Routing congestion:
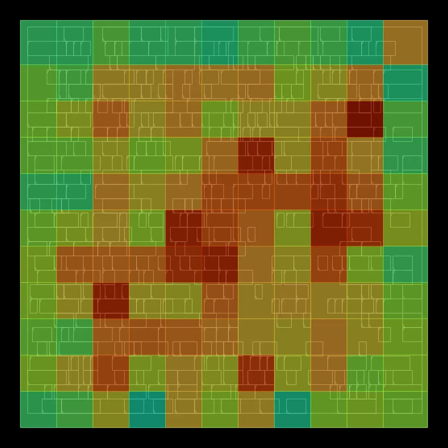
Layout detail:
Bar = 10 um. Window x 37 to 77, y 0 to 40 um. Cells in gray, sequential cells in the stronger gray; small squares are vias.
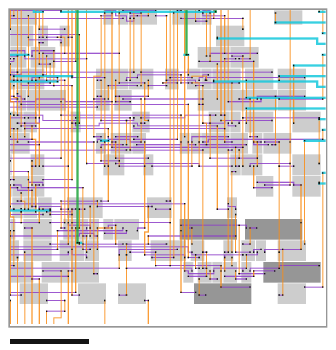
`config.mk`:
```
export PLATFORM = sky130hd
export DESIGN_NAME = pc_fetch_unit_flat
export DESIGN_NICKNAME = d
export VERILOG_FILES = /design/src/rtl/pc_fetch_unit_pkg.sv /design/src/rtl/pc_fetch_unit_if.sv /design/src/rtl/pc_fetch_unit_redirect_arb.sv /design/src/rtl/pc_fetch_unit.sv /design/src/flat_wrapper.sv
export SDC_FILE = /design/constraint.sdc
export NUM_CORES = 1
export LEC_CHECK = 0
export CAP_MARGIN = 25
export CORE_UTILIZATION = 50
export DETAILED_ROUTE_END_ITERATION = 16
export MAX_ROUTING_LAYER = met4
export PLACE_DENSITY = 0.8
export SLEW_MARGIN = 20
export SYNTH_ARGS = -nofsm -noshare
export SYNTH_HDL_FRONTEND = slang
export SYNTH_HIERARCHICAL = 1
export SYNTH_SLANG_ARGS = --single-unit
```
`constraint.sdc`:
```
create_clock -name clk -period 8.7 [get_ports clk]
set_clock_uncertainty 0.1 [all_clocks]
set_input_delay 2.61 -clock clk [delete_from_list [all_inputs] [get_ports clk]]
set_output_delay 2.61 -clock clk [all_outputs]
set_load 0.02 [all_outputs]
```
`src/rtl/pc_fetch_unit_pkg.sv`:
```
// Shared types and defaults for the MIPS-32 fetch-stage PC/NPC unit.
// The alignment helper is used wherever a redirect target is qualified.
package pc_fetch_unit_pkg;

   typedef enum logic [1:0] {
      ST_BOOT = 2'd0,
      ST_RUN  = 2'd1,
      ST_HOLD = 2'd2
   } state_t;

   localparam int unsigned DEF_ADDR_W    = 12;
   localparam int unsigned DEF_INC       = 4;
   localparam logic [31:0] DEF_RESET_VEC = 32'h0000_0000;
   localparam logic [31:0] DEF_EXC_VEC   = 32'h0000_0180;

   // A target is aligned when its low log2(inc) bits are zero; inc is a power of 2.
   function automatic logic align_ok(input logic [31:0] target, input int unsigned inc);
      return (target & (inc - 32'd1)) == 32'd0;
   endfunction

endpackage

```
`src/rtl/pc_fetch_unit_if.sv`:
```
// Fetch-unit bus: redirect/stall controls in, fetch address and status out.
// The master side is the pipeline control, the slave side is the PC unit.
interface pc_fetch_unit_if
   import pc_fetch_unit_pkg::*;
#(
   parameter int unsigned ADDR_W = DEF_ADDR_W
) ();

   logic              stall;
   logic              branch_taken;
   logic [ADDR_W-1:0] branch_target;
   logic              jump;
   logic [ADDR_W-1:0] jump_target;
   logic [ADDR_W-1:0] pc_out;
   logic [ADDR_W-1:0] npc_out;
   logic              fetch_valid;
   logic              flush;
   logic              misalign_err;
   logic [ADDR_W-1:0] epc_out;

   modport master (
      output stall, branch_taken, branch_target, jump, jump_target,
      input  pc_out, npc_out, fetch_valid, flush, misalign_err, epc_out
   );

   modport slave (
      input  stall, branch_taken, branch_target, jump, jump_target,
      output pc_out, npc_out, fetch_valid, flush, misalign_err, epc_out
   );

endinterface

```
`src/rtl/pc_fetch_unit_redirect_arb.sv`:
```
// Combinational redirect arbiter: picks live/pending branch or jump, else PC+INC,
// and qualifies the chosen redirect against instruction alignment.
module pc_fetch_unit_redirect_arb
   import pc_fetch_unit_pkg::*;
#(
   parameter int unsigned       ADDR_W  = DEF_ADDR_W,
   parameter int unsigned       INC     = DEF_INC,
   parameter logic [ADDR_W-1:0] EXC_VEC = ADDR_W'(DEF_EXC_VEC)
) (
   input  logic [ADDR_W-1:0] pc,
   input  logic              branch_taken,
   input  logic [ADDR_W-1:0] branch_target,
   input  logic              jump,
   input  logic [ADDR_W-1:0] jump_target,
   input  logic              pend_valid,
   input  logic              pend_is_br,
   input  logic [ADDR_W-1:0] pend_tgt,
   output logic [ADDR_W-1:0] target,
   output logic              is_redirect,
   output logic              sel_is_br,
   output logic              misalign,
   output logic [ADDR_W-1:0] next_pc
);

   // Order: live branch, pending branch, live jump, pending jump. The same
   // ranking serves both the overwrite rule while stalled and the apply rule.
   always_comb begin
      // NOTE: every output is given a default first so no latch can be inferred.
      target      = pc + ADDR_W'(INC);
      is_redirect = 1'b0;
      sel_is_br   = 1'b0;
      if (branch_taken) begin
         target      = branch_target;
         is_redirect = 1'b1;
         sel_is_br   = 1'b1;
      end else if (pend_valid && pend_is_br) begin
         target      = pend_tgt;
         is_redirect = 1'b1;
         sel_is_br   = 1'b1;
      end else if (jump) begin
         target      = jump_target;
         is_redirect = 1'b1;
      end else if (pend_valid) begin
         target      = pend_tgt;
         is_redirect = 1'b1;
      end
      misalign = is_redirect && !align_ok(32'(target), INC);
      next_pc  = misalign ? EXC_VEC : target;
   end

endmodule

```
`src/rtl/pc_fetch_unit.sv`:
```
// MIPS-32 fetch-stage PC/NPC register pair with stall, buffered redirect
// and misaligned-target trap to the exception vector.
module pc_fetch_unit
   import pc_fetch_unit_pkg::*;
#(
   parameter int unsigned       ADDR_W    = DEF_ADDR_W,
   parameter int unsigned       INC       = DEF_INC,
   parameter logic [ADDR_W-1:0] RESET_VEC = ADDR_W'(DEF_RESET_VEC),
   parameter logic [ADDR_W-1:0] EXC_VEC   = ADDR_W'(DEF_EXC_VEC)
) (
   input logic           clk,
   input logic           rst,
   pc_fetch_unit_if.slave bus
);

   localparam logic [ADDR_W-1:0] INC_W = ADDR_W'(INC);

   state_t            state;
   logic [ADDR_W-1:0] pc;
   logic [ADDR_W-1:0] npc;
   logic [ADDR_W-1:0] pend_tgt;
   logic              pend_is_br;
   logic [ADDR_W-1:0] epc;
   logic              fetch_valid;
   logic              flush;
   logic              misalign_err;

   logic [ADDR_W-1:0] arb_target;
   logic              arb_is_redirect;
   logic              arb_sel_is_br;
   logic              arb_misalign;
   logic [ADDR_W-1:0] arb_next_pc;

   pc_fetch_unit_redirect_arb #(
      .ADDR_W (ADDR_W),
      .INC    (INC),
      .EXC_VEC(EXC_VEC)
   ) u_arb (
      .pc           (pc),
      .branch_taken (bus.branch_taken),
      .branch_target(bus.branch_target),
      .jump         (bus.jump),
      .jump_target  (bus.jump_target),
      .pend_valid   (state == ST_HOLD),
      .pend_is_br   (pend_is_br),
      .pend_tgt     (pend_tgt),
      .target       (arb_target),
      .is_redirect  (arb_is_redirect),
      .sel_is_br    (arb_sel_is_br),
      .misalign     (arb_misalign),
      .next_pc      (arb_next_pc)
   );

   always_ff @(posedge clk) begin
      // NOTE: non-blocking assignments make every register see pre-edge values.
      if (rst) begin
         state        <= ST_BOOT;
         pc           <= RESET_VEC;
         npc          <= RESET_VEC + INC_W;
         // NOTE: the pending buffer is reset too, so a redirect never survives reset.
         pend_tgt     <= '0;
         pend_is_br   <= 1'b0;
         epc          <= '0;
         fetch_valid  <= 1'b0;
         flush        <= 1'b0;
         misalign_err <= 1'b0;
      end else begin
         flush        <= 1'b0;
         misalign_err <= 1'b0;
         unique case (state)
            ST_BOOT: begin
               state       <= ST_RUN;
               fetch_valid <= 1'b1;
            end
            ST_RUN, ST_HOLD: begin
               if (bus.stall) begin
                  // While held, the arbiter's pick is exactly the new pending entry.
                  if (arb_is_redirect) begin
                     pend_tgt   <= arb_target;
                     pend_is_br <= arb_sel_is_br;
                     state      <= ST_HOLD;
                  end
               end else begin
                  pc         <= arb_next_pc;
                  npc        <= arb_next_pc + INC_W;
                  pend_tgt   <= '0;
                  pend_is_br <= 1'b0;
                  state      <= ST_RUN;
                  flush      <= arb_is_redirect;
                  if (arb_misalign) begin
                     misalign_err <= 1'b1;
                     epc          <= arb_target;
                  end
               end
            end
            default: state <= ST_BOOT;
         endcase
      end
   end

   assign bus.pc_out       = pc;
   assign bus.npc_out      = npc;
   assign bus.fetch_valid  = fetch_valid;
   assign bus.flush        = flush;
   assign bus.misalign_err = misalign_err;
   assign bus.epc_out      = epc;

endmodule

```
`src/flat_wrapper.sv`:
```
// flat-port wrapper written by rule: the top's interface ports become plain ports
module pc_fetch_unit_flat import pc_fetch_unit_pkg::*;
#(
   parameter int unsigned       ADDR_W    = DEF_ADDR_W,
   parameter int unsigned       INC       = DEF_INC,
   parameter logic [ADDR_W-1:0] RESET_VEC = ADDR_W'(DEF_RESET_VEC),
   parameter logic [ADDR_W-1:0] EXC_VEC   = ADDR_W'(DEF_EXC_VEC)
)
  (clk, rst, bus_stall, bus_branch_taken, bus_branch_target, bus_jump, bus_jump_target, bus_pc_out, bus_npc_out, bus_fetch_valid, bus_flush, bus_misalign_err, bus_epc_out);
  pc_fetch_unit_if #(.ADDR_W(ADDR_W)) bus_i ();
  input logic clk;
  input logic rst;
  input wire logic [$bits(bus_i.stall)-1:0] bus_stall;
  input wire logic [$bits(bus_i.branch_taken)-1:0] bus_branch_taken;
  input wire logic [$bits(bus_i.branch_target)-1:0] bus_branch_target;
  input wire logic [$bits(bus_i.jump)-1:0] bus_jump;
  input wire logic [$bits(bus_i.jump_target)-1:0] bus_jump_target;
  output wire logic [$bits(bus_i.pc_out)-1:0] bus_pc_out;
  output wire logic [$bits(bus_i.npc_out)-1:0] bus_npc_out;
  output wire logic [$bits(bus_i.fetch_valid)-1:0] bus_fetch_valid;
  output wire logic [$bits(bus_i.flush)-1:0] bus_flush;
  output wire logic [$bits(bus_i.misalign_err)-1:0] bus_misalign_err;
  output wire logic [$bits(bus_i.epc_out)-1:0] bus_epc_out;
  assign bus_i.stall = bus_stall;
  assign bus_i.branch_taken = bus_branch_taken;
  assign bus_i.branch_target = bus_branch_target;
  assign bus_i.jump = bus_jump;
  assign bus_i.jump_target = bus_jump_target;
  assign bus_pc_out = bus_i.pc_out;
  assign bus_npc_out = bus_i.npc_out;
  assign bus_fetch_valid = bus_i.fetch_valid;
  assign bus_flush = bus_i.flush;
  assign bus_misalign_err = bus_i.misalign_err;
  assign bus_epc_out = bus_i.epc_out;
  pc_fetch_unit #(.ADDR_W(ADDR_W), .INC(INC), .RESET_VEC(RESET_VEC), .EXC_VEC(EXC_VEC)) u_core (.clk(clk), .rst(rst), .bus(bus_i));
endmodule
```
==> run summary <==
impl run done, here's what came out: fp util=51.6%, average via count per standard cell=5.84, endpoints failing hold=0, Tot GR Track Use=29.6%, wire length of the first global-routing pass=13.4 mm, antenna-violating nets left=0, count of different cell masters after synthesis=54, result of the run=complete, no violations, CTS tree=done, Layout Nets=451, detailed-route DRC error count=0, chip height=77.4 um, maximum root-to-sink buffer count=2, summed standard-cell area reported by yosys=2840 um2, met2 layer wire length in the routed design=3.97 mm, end of the worst hold path=u_core/pend_tgt[11], Synth Flop Type=sky130_fd_sc_hd__dfxtp_1, Critical Path Max Stage Delay=850 ps, multi-input combinational cell count=279, global-route layer with the greatest usage=met2, yosys cell count=367, transition time at the pin with the least slew margin=988 ps, critical path capture point type=flop, Max Used Layer=met4, number of cell instances on the worst register-to-register path=10, period utilisation layout=70.8%, sequential share of power=46.5%, Worst-Skew Late Latency=310 ps, library cell with the largest summed area after synthesis=sky130_fd_sc_hd__dfxtp_1, clock network power consumption=143 uW
Back to the opening pictures, 'routing congestion':
Routed WL per cell: 17.3 um
global routing usage on met2: 47.2%
post-layout utilization of the core: 64.5%
routing usage on met1: 38.3%
M3 GR Usage: 4.12%

Back to the opening pictures, 'layout detail':
color	layer
orange	met2
cyan	met3
purple	met1
green	met4
netlist names of flops here include	u_core/bus.pc_out (4)
cells with their middle in the window	97
sequential cells in the window	4
most frequent	clkdlybuf4s50_1 (21), nand2_1 (19), a21oi_1 (8)

metrics by stage:
step                setup WS (ps)  std cells  hold slack [ps]  cell area, um2  total power, uW
finish                       2540        490              360            3550              573
global route                 2220        490              374            3550              599
CTS                          2620        490              361            3550              573
detailed placement           2340        482              347            3460              433
global placement             2450        482              340            3460              432
floorplan                    3820        367              327            2840              375
worst max path at each step:
stage,cells after the start,from,endpoint
after floorplan,9,bus_jump,u_core/bus.npc_out[9]
after global placement,9,bus_branch_taken,u_core/bus.npc_out[9]
after detailed placement,9,bus_branch_taken,u_core/bus.npc_out[9]
after CTS,9,bus_branch_taken,u_core/bus.npc_out[9]
after global routing,9,bus_branch_taken,u_core/bus.npc_out[9]
final,9,bus_branch_taken,u_core/bus.npc_out[9]
synthesized netlist by cell type, types with 3 or more instances:
cell type                   n
sky130_fd_sc_hd__xor2_1    11
sky130_fd_sc_hd__nor2_1    23
sky130_fd_sc_hd__o21ai_0    9
sky130_fd_sc_hd__inv_1      9
sky130_fd_sc_hd__nand3_1    9
sky130_fd_sc_hd__a211oi_1   5
sky130_fd_sc_hd__buf_4      8
sky130_fd_sc_hd__nor4_1     3
sky130_fd_sc_hd__xnor2_1    3
sky130_fd_sc_hd__a21oi_1   48
sky130_fd_sc_hd__buf_2      3
sky130_fd_sc_hd__clkbuf_1  11
sky130_fd_sc_hd__dfxtp_1   52
sky130_fd_sc_hd__ha_1       5
sky130_fd_sc_hd__mux2i_1    4
sky130_fd_sc_hd__nor3_1     4
sky130_fd_sc_hd__nand4_1   16
sky130_fd_sc_hd__or3_1      3
sky130_fd_sc_hd__a211oi_2   8
sky130_fd_sc_hd__nor2b_1    4
sky130_fd_sc_hd__nand2_1   84
No activity file was given, so power comes from the tool's default toggle rates.
